<file path="config.mk">
export PLATFORM = sky130hd
export DESIGN_NAME = alu_ctrl_sequencer_flat
export DESIGN_NICKNAME = d
export VERILOG_FILES = /design/src/rtl/alu_ctrl_sequencer_pkg.sv /design/src/rtl/alu_ctrl_sequencer_if.sv /design/src/rtl/alu_ctrl_sequencer_decode.sv /design/src/rtl/alu_ctrl_sequencer.sv /design/src/flat_wrapper.sv
export SDC_FILE = /design/constraint.sdc
export NUM_CORES = 1
export LEC_CHECK = 0
export CAP_MARGIN = 10
export CORE_MARGIN = 5
export CORE_UTILIZATION = 40
export CTS_CLUSTER_DIAMETER = 60
export DETAILED_ROUTE_END_ITERATION = 6
export GPL_TIMING_DRIVEN = 0
export HOLD_SLACK_MARGIN = 0.12
export PLACE_DENSITY = 0.69
export SYNTH_ARGS = -nofsm -noshare
export SYNTH_HDL_FRONTEND = slang
export SYNTH_SLANG_ARGS = --single-unit
</file>
<file path="constraint.sdc">
create_clock -name clk -period 1.9 [get_ports clk]
set_input_delay 0.285 -clock clk [delete_from_list [all_inputs] [get_ports clk]]
set_output_delay 0.285 -clock clk [all_outputs]
set_load 0.05 [all_outputs]
</file>
<file path="src/rtl/alu_ctrl_sequencer_pkg.sv">
// Shared definitions for the ALU control sequencer: control codes, funct
// encodings, main-decoder op classes and the sequencer state type.
package alu_ctrl_pkg;

    // ALU control words
    localparam logic [3:0] ALU_AND      = 4'b0000;
    localparam logic [3:0] ALU_OR       = 4'b0001;
    localparam logic [3:0] ALU_ADD      = 4'b0010;
    localparam logic [3:0] ALU_SUB      = 4'b0110;
    localparam logic [3:0] ALU_SLT      = 4'b0111;
    localparam logic [3:0] ALU_MUL_STEP = 4'b1000;
    localparam logic [3:0] ALU_DIV_STEP = 4'b1010;
    localparam logic [3:0] ALU_NOR      = 4'b1100;
    localparam logic [3:0] ALU_ILLEGAL  = 4'b1111;

    // R-type funct field values
    localparam logic [5:0] FUNCT_ADD = 6'b100000;
    localparam logic [5:0] FUNCT_SUB = 6'b100010;
    localparam logic [5:0] FUNCT_AND = 6'b100100;
    localparam logic [5:0] FUNCT_OR  = 6'b100101;
    localparam logic [5:0] FUNCT_SLT = 6'b101010;
    localparam logic [5:0] FUNCT_NOR = 6'b100111;
    localparam logic [5:0] FUNCT_MUL = 6'b011000;
    localparam logic [5:0] FUNCT_DIV = 6'b011010;

    // Main-decoder op classes
    localparam logic [1:0] OP_ADD   = 2'b00;
    localparam logic [1:0] OP_SUB   = 2'b01;
    localparam logic [1:0] OP_RTYPE = 2'b10;
    localparam logic [1:0] OP_LOGIC = 2'b11;

    typedef enum logic {
        IDLE,
        STEP
    } seq_state_t;

endpackage

</file>
<file path="src/rtl/alu_ctrl_sequencer_if.sv">
// Instruction-in / step-out handshake bundle between the decode stage,
// the sequencer and the ALU datapath.
interface alu_ctrl_sequencer_if;
    logic       in_valid;
    logic       in_ready;
    logic [1:0] opcode;
    logic [5:0] funct;
    logic       sel;
    logic [3:0] alu_cnt;
    logic       out_valid;
    logic       out_ready;
    logic       step_last;
    logic       err;

    // Environment side: issues instructions and consumes steps
    modport master (
        output in_valid, opcode, funct, sel, out_ready,
        input  in_ready, alu_cnt, out_valid, step_last, err
    );

    // Sequencer side
    modport slave (
        input  in_valid, opcode, funct, sel, out_ready,
        output in_ready, alu_cnt, out_valid, step_last, err
    );
endinterface

</file>
<file path="src/rtl/alu_ctrl_sequencer_decode.sv">
// Combinational instruction decoder: {opcode, funct, sel} to control code,
// step count and illegal flag.
module alu_ctrl_decode
    import alu_ctrl_pkg::*;
#(
    parameter int unsigned MUL_STEPS = 8,
    parameter int unsigned DIV_STEPS = 8
) (
    input  logic [1:0] opcode,
    input  logic [5:0] funct,
    input  logic       sel,
    output logic [3:0] code,
    output logic [4:0] steps,
    output logic       illegal
);

    localparam logic [4:0] MUL_N = 5'(MUL_STEPS);
    localparam logic [4:0] DIV_N = 5'(DIV_STEPS);

    // Map the instruction fields onto a control word and its step count
    always_comb begin
        code    = ALU_ADD;
        steps   = 5'd1;
        illegal = 1'b0;
        unique case (opcode)
            OP_ADD:   code = ALU_ADD;
            OP_SUB:   code = ALU_SUB;
            OP_LOGIC: code = sel ? ALU_OR : ALU_AND;
            OP_RTYPE: begin
                unique case (funct)
                    FUNCT_ADD: code = ALU_ADD;
                    FUNCT_SUB: code = ALU_SUB;
                    FUNCT_AND: code = ALU_AND;
                    FUNCT_OR:  code = ALU_OR;
                    FUNCT_SLT: code = ALU_SLT;
                    FUNCT_NOR: code = ALU_NOR;
                    FUNCT_MUL: begin
                        code  = ALU_MUL_STEP;
                        steps = MUL_N;
                    end
                    FUNCT_DIV: begin
                        code  = ALU_DIV_STEP;
                        steps = DIV_N;
                    end
                    default: begin
                        code    = ALU_ILLEGAL;
                        illegal = 1'b1;
                    end
                endcase
            end
            default: code = ALU_ADD;
        endcase
    end

endmodule

</file>
<file path="src/rtl/alu_ctrl_sequencer.sv">
// Registered, handshaked ALU control sequencer. Accepts one instruction per
// handshake and emits one or more control steps to the datapath, stalling on
// datapath back-pressure.
module alu_ctrl_sequencer
    import alu_ctrl_pkg::*;
#(
    parameter int unsigned MUL_STEPS = 8,
    parameter int unsigned DIV_STEPS = 8
) (
    input logic                 clk,
    input logic                 rst_n,
    alu_ctrl_sequencer_if.slave bus
);

    seq_state_t state_q, state_d;
    logic [3:0] remaining_q, remaining_d;
    logic [3:0] alu_cnt_q, alu_cnt_d;
    logic       err_q, err_d;
    logic       out_valid_q, out_valid_d;

    logic [3:0] dec_code;
    logic [4:0] dec_steps;
    logic       dec_illegal;
    logic       last;
    logic       consume;
    logic       accept;

    alu_ctrl_decode #(
        .MUL_STEPS (MUL_STEPS),
        .DIV_STEPS (DIV_STEPS)
    ) u_decode (
        .opcode  (bus.opcode),
        .funct   (bus.funct),
        .sel     (bus.sel),
        .code    (dec_code),
        .steps   (dec_steps),
        .illegal (dec_illegal)
    );

    assign last         = out_valid_q && (remaining_q == '0);
    assign consume      = out_valid_q && bus.out_ready;
    assign bus.in_ready = (state_q == IDLE) || (consume && last);
    assign accept       = bus.in_valid && bus.in_ready;

    assign bus.alu_cnt   = alu_cnt_q;
    assign bus.err       = err_q;
    assign bus.out_valid = out_valid_q;
    assign bus.step_last = last;

    // Next-state: load on accept, count down consumed steps, hold on stall
    always_comb begin
        state_d     = state_q;
        remaining_d = remaining_q;
        alu_cnt_d   = alu_cnt_q;
        err_d       = err_q;
        out_valid_d = out_valid_q;
        unique case (state_q)
            IDLE: begin
                if (accept) begin
                    state_d     = STEP;
                    alu_cnt_d   = dec_code;
                    err_d       = dec_illegal;
                    remaining_d = 4'(dec_steps - 5'd1);
                    out_valid_d = 1'b1;
                end
            end
            STEP: begin
                if (consume) begin
                    if (last) begin
                        // Final step consumed: chain straight into the next
                        // instruction when one is waiting, else go idle.
                        if (accept) begin
                            alu_cnt_d   = dec_code;
                            err_d       = dec_illegal;
                            remaining_d = 4'(dec_steps - 5'd1);
                        end else begin
                            state_d     = IDLE;
                            out_valid_d = 1'b0;
                        end
                    end else if (remaining_q != '0) begin
                        remaining_d = remaining_q - 4'd1;
                    end
                end
            end
            default: state_d = IDLE;
        endcase
    end

    // State and output registers, asynchronously cleared
    always_ff @(posedge clk or negedge rst_n) begin
        if (!rst_n) begin
            state_q     <= IDLE;
            remaining_q <= '0;
            alu_cnt_q   <= '0;
            err_q       <= 1'b0;
            out_valid_q <= 1'b0;
        end else begin
            state_q     <= state_d;
            remaining_q <= remaining_d;
            alu_cnt_q   <= alu_cnt_d;
            err_q       <= err_d;
            out_valid_q <= out_valid_d;
        end
    end

endmodule

</file>
<file path="src/flat_wrapper.sv">
// flat-port wrapper written by rule: the top's interface ports become plain ports
module alu_ctrl_sequencer_flat import alu_ctrl_pkg::*;
#(
    parameter int unsigned MUL_STEPS = 8,
    parameter int unsigned DIV_STEPS = 8
)
  (clk, rst_n, bus_in_valid, bus_opcode, bus_funct, bus_sel, bus_out_ready, bus_in_ready, bus_alu_cnt, bus_out_valid, bus_step_last, bus_err);
  alu_ctrl_sequencer_if bus_i ();
  input logic clk;
  input logic rst_n;
  input wire logic [$bits(bus_i.in_valid)-1:0] bus_in_valid;
  input wire logic [$bits(bus_i.opcode)-1:0] bus_opcode;
  input wire logic [$bits(bus_i.funct)-1:0] bus_funct;
  input wire logic [$bits(bus_i.sel)-1:0] bus_sel;
  input wire logic [$bits(bus_i.out_ready)-1:0] bus_out_ready;
  output wire logic [$bits(bus_i.in_ready)-1:0] bus_in_ready;
  output wire logic [$bits(bus_i.alu_cnt)-1:0] bus_alu_cnt;
  output wire logic [$bits(bus_i.out_valid)-1:0] bus_out_valid;
  output wire logic [$bits(bus_i.step_last)-1:0] bus_step_last;
  output wire logic [$bits(bus_i.err)-1:0] bus_err;
  assign bus_i.in_valid = bus_in_valid;
  assign bus_i.opcode = bus_opcode;
  assign bus_i.funct = bus_funct;
  assign bus_i.sel = bus_sel;
  assign bus_i.out_ready = bus_out_ready;
  assign bus_in_ready = bus_i.in_ready;
  assign bus_alu_cnt = bus_i.alu_cnt;
  assign bus_out_valid = bus_i.out_valid;
  assign bus_step_last = bus_i.step_last;
  assign bus_err = bus_i.err;
  alu_ctrl_sequencer #(.MUL_STEPS(MUL_STEPS), .DIV_STEPS(DIV_STEPS)) u_core (.clk(clk), .rst_n(rst_n), .bus(bus_i));
endmodule
</file>
Port wiring:
Scale bar: 20 µm.
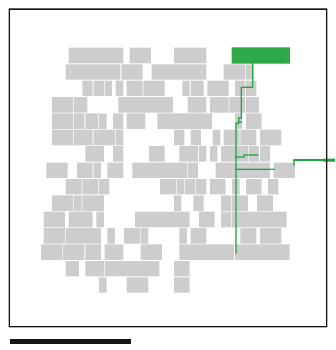
port	colour	bits	direction	edge	end cells	buffers	wire
`bus_out_valid`	green	1	output	right	1	1	56.8 µm

I/O pins on the die edge:
Scale bar: 20 µm. Pins as bars across the die edge, other pins in grey.
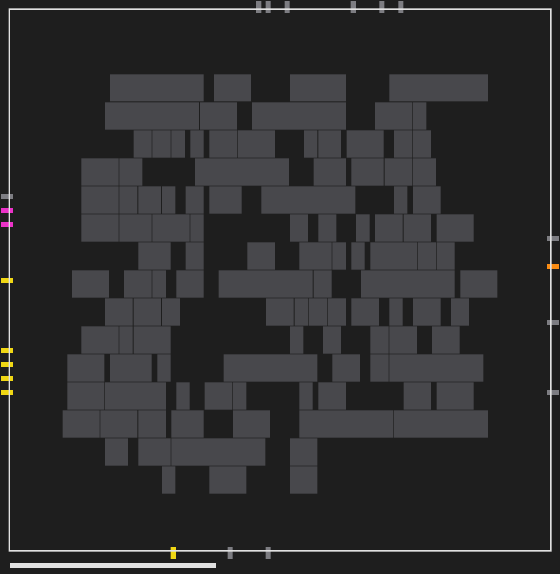
port	colour	pins	direction	edge
`bus_funct`	yellow	6	input	5 left, 1 bottom
`bus_out_valid`	orange	1	output	right
`bus_opcode`	magenta	2	input	left
all pins by edge	8 left, 6 top, 4 right, 3 bottom

Track usage over the die:
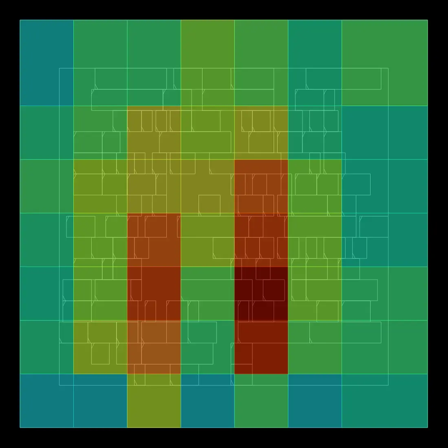
GR Util met3: 4.558%
global routing usage on met2: 21.28%
met1 GRT Util: 15.03%

Signal wires on met1:
Supply wires on this layer in grey.
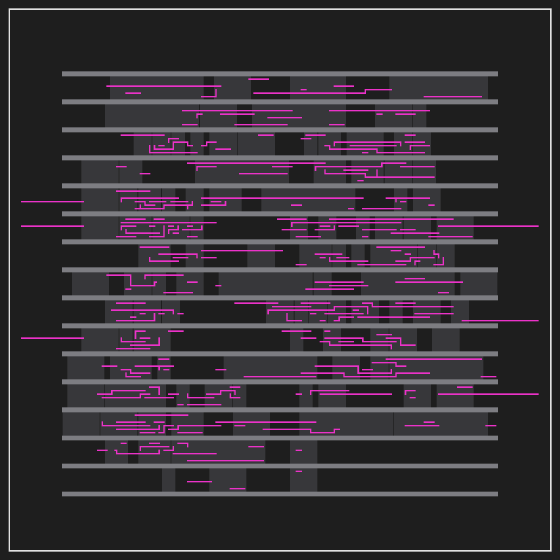
wire length on this layer	722 µm
share of all routed wire	43%

==> reports/metrics.cfg <==
[cells_and_area]
drive_gt1_share_pct=23.21
largest_class=multi-input combinational cells
nNetsFinal=128
nNonClkBuffers=27
buf_share_pct=23.26
postLayoutCoreUtil_pct=61.38
nNonClkInverters=6
final_cells=137
clockNetworkAreaShare_pct=2.479
clkbuf_count=4
layout_top_cells=clkdlybuf4s50_1, dfrtp_1, nand2_1, buf_4, a21oi_1
seq_area_share_pct=26.09
sh_comb_area_pct=43.09
antenna_cells=0
ff_count=11
fin_area_um2=1060
comb_area_um2=456.7
syn_to_final_growth_pct=47.05
seqCellArea_um2=276.5
fill_cells=164
multi_input_comb_cells=64
final_common_cell=clkdlybuf4s50_1

[logic_synthesis]
edf_count=0
yosys_area_um2=720.7
synthArstFlopShare_pct=100.0
syn-num-nets=98
syn_avg_cell_area_um2=8.683
synth_cells=83
yosysTopAreaCell=dfrtp_1
ys_types=36
top_cells_by_area=dfrtp_1, nand2_1, a21oi_1
ys_cells=83
synth_top_area_share_pct=38.19
synth-seq-area-share_pct=38.19
synthTopCellsByCount=dfrtp_1, nand2_1, a21oi_1
ys.flops=11
synth_area_um2=720.7
yosysWarningCount=0
flop_cell=dfrtp_1

[worst_setup_path]
slowest_delay_ns=0.41
crit_family=flip-flops
worst_path_max_delay_cell=dfrtp_1
r2r_end=u_core.bus.err
crit_top_cell=nand2_2
crit_chain=inv_2, ha_4, nor4bb_4, buf_4, nand2_2, nand2_2, buf_8
worstPathMaxFanout=4
crit_cells=7
crit_required_ns=1.62
cp-start-kind=flip-flop
crit_buf_inv=3
r2r_slack_ns=0.14
crit_type=flip-flop to output port
cp_data_arrival_time_ns=1.53
endpoint=bus_in_ready
startpoint=u_core.remaining_q[0]
rr_startpoint=u_core.remaining_q[1]
crit_path_end_kind=output port
reg2regPathDepth=8

[detailed_routing]
wl_met2_um=863
remaining_drc_errors=0
num_vias=730
routedWlPerCell_um=12.36
drtAntennaViolNets=0
wl_met1_um=721
vias_per_cell=5.328
wirelength_mm=1.693
met3_length_um=62
dr.max_layer_used=met4
dr.pass1.iters=4
drt_iter0_drc=2

[die]
io_pins=21
die_area_um2=2750
die_w_um=52.45
taps=25
rows=15
die_h_um=52.45
fp-utilization_pct=41.74
core_area_um2=1727

[global_routing]
grt_pass1_vias=654
top_usage_layer=met2
grtUsageTotal_pct=13.72
grt_max_degree=12
overflow=0
antenna_found_initial=0
grt_pass1_wl_mm=2.697

[sta]
max_slew.worst_pin.slew_ns=0.5251
worst_hold_slack_ns=0.3429
slew_violations=0
finalHoldViolCount=0
setup_viol=0
finalClockSkew_ns=0.003639
period_needed_ns=1.817
layout_worst_path_cycle_share_pct=95.64
slew_headroom_pct=64.49
rsz0062_at_grt=yes
finalSetupTns_ns=0
fmaxAchievable_mhz=550.3
setup_slack_ns=0.08279

[clock_tree]
hold_buffers=0
cts_buffer_depth=2
clock-sinks=11
cts_setup_buffers=2
clock_latency_ns=0.27
cts_buffers=3
cts_resized=16
cts_tree=yes
cts_root_buf=clkbuf_4
clk_pin_slew_ns=0.07
htree_levels=1

[min_path]
hold_class=input port to async pin

[flow_run]
maxCapViolCount=0
warning_count=28

[pwr]
powerDensity_nw_per_um2=1037
total_power_mw=1.099
leakage_nw=0.4433
ir_drop_uv=761.0

[status]
status=completed

[placed_design]
hpwl_mm=1.226
placed_cell_area_um2=945.9
dp_cells=127
io_buffers=19
pre_cts_ws_ns=-0.4143
globalplace.congestion=0.7783

==> sequential cells by signal, summed over array words and instances, names as in the netlist <==
| register | count |
|---|---|
| u_core.bus.err | 1 |
| u_core.bus.out_valid | 1 |
| u_core.bus.alu_cnt | 4 |
| u_core.state_q | 1 |
| u_core.remaining_q | 4 |
==> power by group <==
| group | switching [mW] | internal, mW |
|---|---|---|
| Sequential | 0.0736 | 0.318 |
| Clock | 0.0807 | 0.0814 |
| Combinational | 0.297 | 0.249 |
==> logic make-up after synthesis <==
| kind of cell | after synthesis | synth area share [%] |
|---|---|---|
| compound gates | 27 | 25.52 |
| fa+ha+maj | 2 | 3.472 |
| buf+inv | 8 | 4.339 |
| flops | 11 | 38.19 |
| simple gates | 35 | 28.47 |
Power figures rest on the tool's default switching activity, not on a simulated workload.
